--- src/rtl/audio_pkg.sv ---
// Shared audio constants, stereo payload type and slot decode helpers.
package audio_pkg;

    localparam int unsigned SAMPLE_W         = 16;
    localparam int unsigned FRAME_BITS       = 32;
    localparam int unsigned SLOT_W           = $clog2(FRAME_BITS);
    localparam int unsigned DEFAULT_HALF_DIV = 35;

    localparam int unsigned WS_RISE_SLOT     = 15;
    localparam int unsigned WS_FALL_SLOT     = 31;
    localparam int unsigned SYNC_RISE_SLOT   = 16;

    // One stereo frame: left channel in the upper half.
    typedef struct packed {
        logic [SAMPLE_W-1:0] left;
        logic [SAMPLE_W-1:0] right;
    } stereo_sample_t;

    // WS leads each channel's MSB by one slot, so it is high for slots 15..30.
    function automatic logic ws_for_slot(input logic [SLOT_W-1:0] k);
        return (k >= SLOT_W'(WS_RISE_SLOT)) && (k < SLOT_W'(WS_FALL_SLOT));
    endfunction

    // Frame sync is high for the right-channel half of the frame.
    function automatic logic sync_for_slot(input logic [SLOT_W-1:0] k);
        return k >= SLOT_W'(SYNC_RISE_SLOT);
    endfunction

endpackage

--- src/rtl/i2s_clock_divider.sv ---
// Bit clock generator: toggles bclk every HALF_DIV cycles and flags the 1->0 toggle.
module i2s_clock_divider
    import audio_pkg::*;
#(
    parameter int unsigned HALF_DIV = DEFAULT_HALF_DIV
) (
    input  logic clk,
    input  logic rst_n,
    output logic bclk,
    output logic fall_c
);

    localparam int unsigned CNT_W = (HALF_DIV > 1) ? $clog2(HALF_DIV) : 1;

    logic [CNT_W-1:0] cnt_q, cnt_d;
    logic             bclk_q, bclk_d;
    logic             tc;

    // Count 0..HALF_DIV-1, wrap and toggle the bit clock at terminal count.
    always_comb begin
        tc     = (cnt_q == CNT_W'(HALF_DIV - 1));
        cnt_d  = cnt_q + CNT_W'(1);
        bclk_d = bclk_q;
        if (tc) begin
            cnt_d  = '0;
            bclk_d = ~bclk_q;
        end
    end

    // Divider state registers.
    always_ff @(posedge clk or negedge rst_n) begin
        if (!rst_n) begin
            cnt_q  <= '0;
            bclk_q <= 1'b0;
        end else begin
            cnt_q  <= cnt_d;
            bclk_q <= bclk_d;
        end
    end

    assign bclk   = bclk_q;
    // Combinational so the consumer registers update on the same edge as bclk falls.
    assign fall_c = tc & bclk_q;

endmodule

--- src/rtl/i2s.sv ---
// Philips-format stereo I2S transmitter with internal bit-clock divider and frame sync.
module i2s
    import audio_pkg::*;
#(
    parameter int unsigned HALF_DIV = DEFAULT_HALF_DIV
) (
    input  logic                  MasterCLK,
    input  logic                  Reset,
    input  logic [FRAME_BITS-1:0] InputData,
    output logic                  I2S_CLK,
    output logic                  I2S_WS,
    output logic                  I2S_DATA,
    output logic                  SyncCLK
);

    logic              fall_c;
    logic [SLOT_W-1:0] k_q, k_d;
    stereo_sample_t    shift_q, shift_d;
    logic              data_q, data_d;
    logic              ws_q, ws_d;
    logic              sync_q, sync_d;

    i2s_clock_divider #(
        .HALF_DIV (HALF_DIV)
    ) u_clock_divider (
        .clk    (MasterCLK),
        .rst_n  (Reset),
        .bclk   (I2S_CLK),
        .fall_c (fall_c)
    );

    // Advance the slot on each bit-clock fall; load the frame when wrapping into slot 0.
    always_comb begin
        k_d     = k_q;
        shift_d = shift_q;
        data_d  = data_q;
        ws_d    = ws_q;
        sync_d  = sync_q;
        if (fall_c) begin
            k_d = k_q + SLOT_W'(1);
            if (k_q == SLOT_W'(FRAME_BITS - 1)) begin
                shift_d = stereo_sample_t'(InputData);
                data_d  = InputData[FRAME_BITS-1];
            end else begin
                data_d  = shift_q[SLOT_W'(FRAME_BITS - 1) - k_d];
            end
            ws_d   = ws_for_slot(k_d);
            sync_d = sync_for_slot(k_d);
        end
    end

    // Slot, frame and output registers; k starts at 31 so the first fall loads.
    always_ff @(posedge MasterCLK or negedge Reset) begin
        if (!Reset) begin
            k_q     <= SLOT_W'(FRAME_BITS - 1);
            shift_q <= '0;
            data_q  <= 1'b0;
            ws_q    <= 1'b0;
            sync_q  <= 1'b0;
        end else begin
            k_q     <= k_d;
            shift_q <= shift_d;
            data_q  <= data_d;
            ws_q    <= ws_d;
            sync_q  <= sync_d;
        end
    end

    assign I2S_DATA = data_q;
    assign I2S_WS   = ws_q;
    assign SyncCLK  = sync_q;

endmodule

--- config.mk ---
export PLATFORM = sky130hd
export DESIGN_NAME = i2s
export DESIGN_NICKNAME = d
export VERILOG_FILES = /design/src/rtl/audio_pkg.sv /design/src/rtl/i2s_clock_divider.sv /design/src/rtl/i2s.sv
export SDC_FILE = /design/constraint.sdc
export NUM_CORES = 1
export LEC_CHECK = 0
export CORE_ASPECT_RATIO = 0.9
export CORE_MARGIN = 2
export CORE_UTILIZATION = 45
export CTS_CLUSTER_DIAMETER = 100
export DETAILED_ROUTE_END_ITERATION = 10
export GPL_TIMING_DRIVEN = 0
export PLACE_DENSITY_LB_ADDON = 0.25
export SYNTH_ARGS = -nofsm -noshare
export SYNTH_HDL_FRONTEND = slang
export SYNTH_SLANG_ARGS = --single-unit
export TNS_END_PERCENT = 50
--- constraint.sdc ---
create_clock -name MasterCLK -period 6.3 [get_ports MasterCLK]
set_clock_uncertainty 0.05 [all_clocks]
set_input_delay 1.26 -clock MasterCLK [delete_from_list [all_inputs] [get_ports MasterCLK]]
set_output_delay 1.26 -clock MasterCLK [all_outputs]
set_load 0.05 [all_outputs]
==> results_dict.tcl, run 1 <==
# place-and-route summary
set metrics [dict create \
    status "finished clean" \
    netlist_instances 149 \
    grt_pass1_wl_mm 7.18 \
    place_worst_setup_slack_ps 3400 \
    layout.nets 233 \
    routabilityCongestion 0.816 \
    flop_cell "dfrtp_1" \
    hold_violations 0 \
    grt_setup_unrepaired "false" \
    wl_mm 4.12 \
    worstSetupPathDepth 8 \
    clk_pin_slew_ps 80 \
    initCoreUtil 0.472 \
    cts_root_buffer "clkbuf_8" \
    tritoncts "built" \
    clockBufferDepth 2 \
    layout_top_cells "dfrtp_1, clkdlybuf4s50_1, mux2_4" \
    yosysChipArea_um2 2310 \
    required_ps 6420 \
    power.share.clock 0.410 \
    warnings 28 \
    final_core_util 0.594 \
    diodes 0 \
    timing.fmax_ghz 0.343 \
    edf_count 0 \
    core_region_area_um2 4890 \
    area_growth_pct 26.0 \
    drive_gt1_frac 0.323 \
    relSlewSlack 0.564 \
    cp_cell_sequence "buf_6 > inv_1 > ha_1 > clkbuf_1 > mux4_2 > mux2_2 > o311ai_1 > o22ai_1" \
    synth.distinct_cells 30 \
    grt_start_max_net_pins 31 \
    pwr-share-comb 0.079 \
    rows 24 \
    p_sw_mw 0.116 \
    num_vias 1319 \
    postCtsHoldBufs 0 \
    area_leaders "dfrtp_1, mux2_4, mux4_2" \
    async_flop_share 1.00 \
    slew_viol_final 0 \
    wl_per_cell_um 15.8 \
    ys_ff 47 \
    yosys_warnings 0 \
    portBuffers 37 \
    setup_viol 0 \
    power.leakage_nw 1.30 \
    finalSetupTns_ps 0 \
    drc 0 \
    r2r-end "I2S_DATA" \
    hold_depth 2 \
    intPower_mw 0.506 \
    grt_overflow 0 \
    r2r_cells 8 \
    synth_top_cell_by_count "dfrtp_1" \
    cts_buffers 5 \
]
## run 1: power groups by stage
| stage | Sequential [mW] | Clock [mW] | Combinational [mW] |
|---|---|---|---|
| 2_1_floorplan | 0.321 | 0 | 0.0194 |
| 3_3_place_gp | 0.323 | 0 | 0.0469 |
| 6_report | 0.318 | 0.255 | 0.0488 |
| 3_5_place_dp | 0.324 | 0 | 0.0495 |
| 5_1_grt | 0.319 | 0.276 | 0.0531 |
| 4_1_cts | 0.318 | 0.261 | 0.0498 |
## run 1: metal layers
layer | share of wire | routed length, µm | GRT usage | up-vias
li1 | - | - | - | 629
met1 | 0.47 | 1950 | 0.239 | 646
met2 | 0.47 | 1920 | 0.251 | 39
met3 | 0.049 | 202 | 0.0361 | 5
met4 | 0.011 | 44 | 0.0575 | 0
met5 | 0 | 0 | 0 | -
## run 1: per-stage QoR
step,instances,hold WS (ps)
after floorplan,149,413
after global placement,251,424
after detailed placement,252,429
after CTS,260,441
after global routing,260,473
final,260,437
## run 1: state kept, by name, indices dropped and copies added (netlist names)
register	flops
SyncCLK	1
u_clock_divider.cnt_q	6
I2S_DATA	1
u_clock_divider.bclk	1
I2S_WS	1
k_q	5
shift_q	32
## run 1: kinds of logic (layout without fill, tap and decap cells)
group,after synthesis,after routing,synth area share
flip-flops,47,47,0.512
multiplexers,44,44,0.301
AND/OR/NAND/NOR,25,25,0.0612
AND-OR/OR-AND,10,10,0.0293
XOR/XNOR,10,10,0.0379
buffers and inverters,8,54,0.0309
adder cells (fa/ha/maj),5,5,0.0271
## run 1: layout make-up
cell class	count	area [µm²]
multi-input cells	94	1050
clock inverters	2	60.1
clock buffers	6	72.6
fillers	375	1990
plain buffers	5	60.1
flip-flops and latches	47	1180
well taps	65	81.3
repair buffers	38	385
inverters	3	11.3
### Metal 3, run 1

Bar = 20 µm.
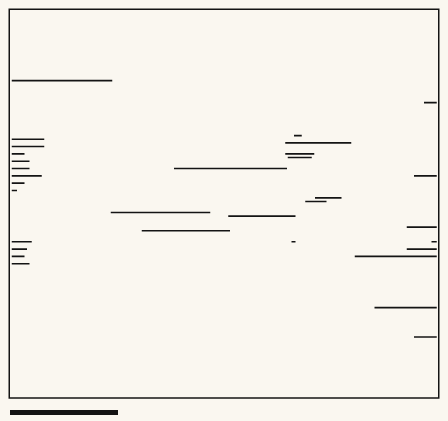
- longest straight run: 20.7 µm
- main direction: horizontal
- share of all routed wire: 4.9%
- nets with wire on the layer: 27

### Placed cells, one color a class, run 1

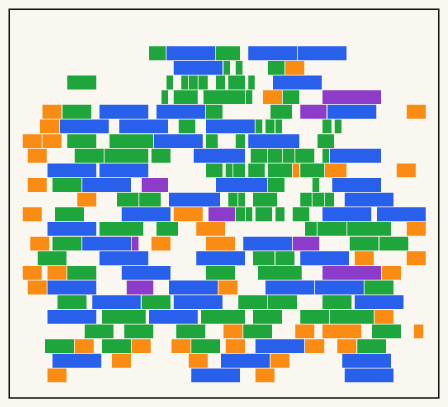
- registers: blue (cells 47; share of their area 42%)
- remaining buffers and delay cells: orange (cells 43; share of their area 16%)
- clock drivers and dummy loads: purple (cells 8; share of their area 4.7%)
- remaining logic cells: green (cells 97; share of their area 38%)

### Register map, names as in the netlist, run 1

Bar = 20 µm. Other sequential cells in the stronger gray, the rest of the logic in the fainter gray.
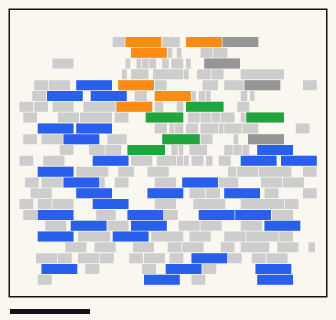
- `k_q`: green (placed flops 5)
- `shift_q`: blue (placed flops 32)
- `u_clock_divider.cnt_q`: orange (placed flops 6; where north)
- not colored: 4

### Placement density heat map, run 1

The die is cut into 8 by 7 equal tiles; white is low, dark blue is high, 0 to 100% covered.
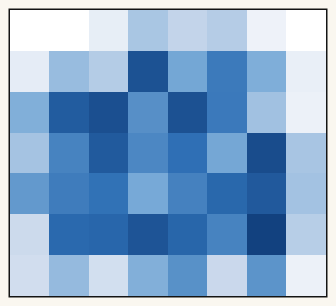

==> run 2, diff against run 1 <==
- clock period: 6.3 -> 2.5 ns (I/O delays scaled with it)
### Placement density heat map, run 2

The die is cut into 8 by 7 equal tiles; white is low, dark blue is high, 0 to 100% covered.
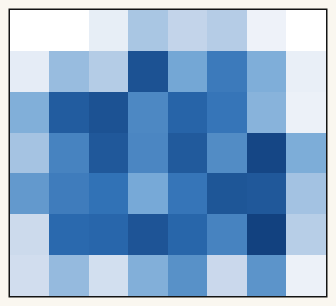
- emptiest ninth of the die: north-west
- tiles over 75% full: 25%
- nearly empty tiles: 5.4%
- densest ninth of the die: center

### Placed cells, one color a class, run 2

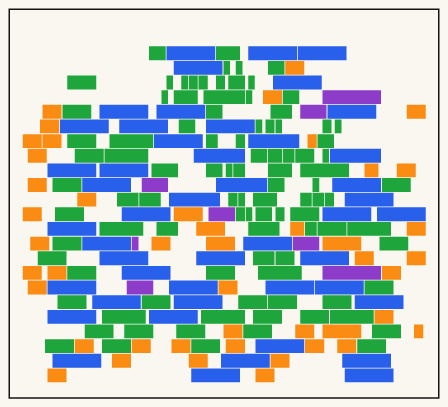
- remaining buffers and delay cells: orange (cells 45; share of their area 16%)
- remaining logic cells: green (cells 97; share of their area 38%)
- clock drivers and dummy loads: purple (cells 8; share of their area 4.6%)
- registers: blue (cells 47; share of their area 41%)

### Register map, names as in the netlist, run 2

Bar = 20 µm. Other sequential cells in the stronger gray, the rest of the logic in the fainter gray.
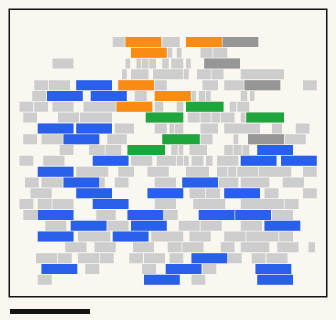
- `k_q`: green (placed flops 5)
- `u_clock_divider.cnt_q`: orange (placed flops 6; where north)
- `shift_q`: blue (placed flops 32)
- not colored: 4
Final Core Density: 0.605
Seq area share: 0.399
Sequential Area: 1180 µm²

==> run 2 against run 1 <==
Clock power went up to 2.5 times the previous value. Count of clock-buffer cells in the layout did not move. Flip-flop count is the same. First-iteration DRC count up 13%. Largest power group unchanged. Largest cell class unchanged. Sequential power grew to 2.5 times the previous value. Worst setup slack got worse by 3200 ps. Non-clock buffer count is 2 higher. Global-route usage about the same. Critical path depth up 1. Sequential share of layout area fell by 0.76 points. Total power rose to 2.5 times the previous value.
==> results_dict.tcl, run 2 <==
# place-and-route summary
set metrics [dict create \
    status "finished clean" \
    required_ps 2620 \
    cp_cell_sequence "buf_12 > inv_1 > ha_4 > clkbuf_2 > mux4_2 > mux2i_2 > nand3_1 > o311ai_1 > o22ai_1" \
    synth.distinct_cells 30 \
    critPathSlowestCell "dfstp_2" \
    cts_root_buffer "clkbuf_8" \
    lay_top_count "dfrtp_1" \
    drt-met1-wl_mm 2.05 \
    r2r-end "I2S_DATA" \
    layout.nets 235 \
    rows 24 \
    path_max_fanout 10 \
    use_met1 0.236 \
    vias_per_cell 5.11 \
    io_pins 38 \
    busiest_layer "met2" \
    ys_ff 47 \
    dp.cells 252 \
    area_leaders "dfrtp_1, mux2_4, mux4_2" \
    clockBufferDepth 2 \
    slew_viol_final 0 \
    met2RoutedLength_mm 2.00 \
    tritoncts "built" \
    wl_per_cell_um 16.2 \
    die_h_um 71.9 \
    yosys_warnings 0 \
    grt_use_met2 0.253 \
    hold_violations 0 \
    place_area_um2 2780 \
    grt_pass1_vias 1413 \
    flop_cell "dfrtp_1" \
    yosysChipArea_um2 2310 \
    edf_count 0 \
    instances_no_fill 262 \
    first_pass_iters 4 \
    die_area_um2 5720 \
    finalSetupTns_ps 0 \
    grt_pass1_wl_mm 7.17 \
    num_vias 1338 \
    setup_viol 0 \
    place_worst_setup_slack_ps -401 \
    reg_top3 "shift_q: 32 flops, u_clock_divider.cnt_q: 6 flops, k_q: 5 flops" \
    clk_pin_slew_ps 80 \
    diodes 0 \
    portBuffers 37 \
    syn_area_per_cell_um2 15.5 \
    tightest_slew_ps 526 \
    layout_top_cells "dfrtp_1, clkdlybuf4s50_1, mux2_4" \
    wl_met3_um 160 \
    final_area_um2 2960 \
    drc 0 \
    synth_top_cell_by_count "dfrtp_1" \
    worst_setup_path_end_kind "flip-flop" \
    ant_nets 0 \
    routabilityCongestion 0.816 \
    cts_buffers 5 \
    whs_ps 85.5 \
    grt_overflow 0 \
    netlist_instances 149 \
    initCoreUtil 0.472 \
    async_flop_share 1.00 \
    r2r_cells 9 \
    area_growth_pct 28.3 \
    first_iter_violations 52 \
    grt_use_met3 0.0361 \
    top_area_cell "dfrtp_1" \
    grt_start_max_net_pins 31 \
    cts.sinks 47 \
    worstPathArrival_ps 2490 \
    period_used_share 0.946 \
    largest_reg_flops 32 \
    cellPowerDensity_nw_per_um2 530 \
    grt_setup_unrepaired "false" \
    drive_gt1_frac 0.355 \
    postCtsHoldBufs 0 \
    core_region_area_um2 4890 \
    top_layer_used "met4" \
    regMostFlops "shift_q" \
    fp_nets 188 \
    timing.fmax_ghz 0.423 \
    relSlewSlack 0.647 \
    power.leakage_nw 1.32 \
    wl_mm 4.25 \
    warnings 28 \
]
[run 2: cell counts after synthesis]
No cell type changed its count.
[run 2: critical path, delay by kind of cell, from the launching register on]
kind | cells | cell delay, ps
flops | 1 | 600
fa+ha+maj | 1 | 330
simple gates | 1 | 100
mux | 2 | 480
buf+inv | 3 | 420
compound gates | 2 | 270
[run 2: area by class of cell]
cell class	count	area, µm²
fillers	369	1930
flip-flops and latches	47	1180
multi-input cells	94	1080
repair buffers	41	405
well taps	65	81.3
clock buffers	6	72.6
plain buffers	4	65.1
clock inverters	2	60.1
inverters	3	11.3
[run 2: how the worst max path moves through the flow]
stage / startpoint / cells after the start / end / slack, ps
floorplan: k_q[0] / 9 / I2S_DATA / 2
global placement: k_q[0] / 9 / I2S_DATA / -440
detailed placement: k_q[0] / 9 / I2S_DATA / -400
CTS: k_q[0] / 8 / I2S_DATA / 40
global route: k_q[0] / 9 / I2S_DATA / 20
finish: k_q[0] / 9 / I2S_DATA / 140
[run 2: power breakdown]
group | leakage [nW] | internal, mW | switching [mW] | total, mW
Clock | 0.0654 | 0.399 | 0.244 | 0.643
Combinational | 0.712 | 0.0909 | 0.0341 | 0.125
Sequential | 0.539 | 0.786 | 0.0149 | 0.801
[run 2: cells by family (layout without fill, tap and decap cells)]
logic type | Yosys count | after routing | synth area share
DFF | 47 | 47 | 0.512
adders and majority gates | 5 | 5 | 0.0271
AOI/OAI and AO/OA | 10 | 10 | 0.0293
muxes | 44 | 44 | 0.301
buffers and inverters | 8 | 56 | 0.0309
and+or+nand+nor | 25 | 25 | 0.0612
xor gates and xnor gates | 10 | 10 | 0.0379
[run 2: what timing repair did]
item / 4_1_cts / 5_1_grt
resized: 2 / 6
pin swaps: 0 / 1
endpoints found under the hold margin: 0 / 0
setup endpoints to repair: 1 / 1
buffers inserted: 0 / 3
Power figures rest on the tool's default switching activity, not on a simulated workload.
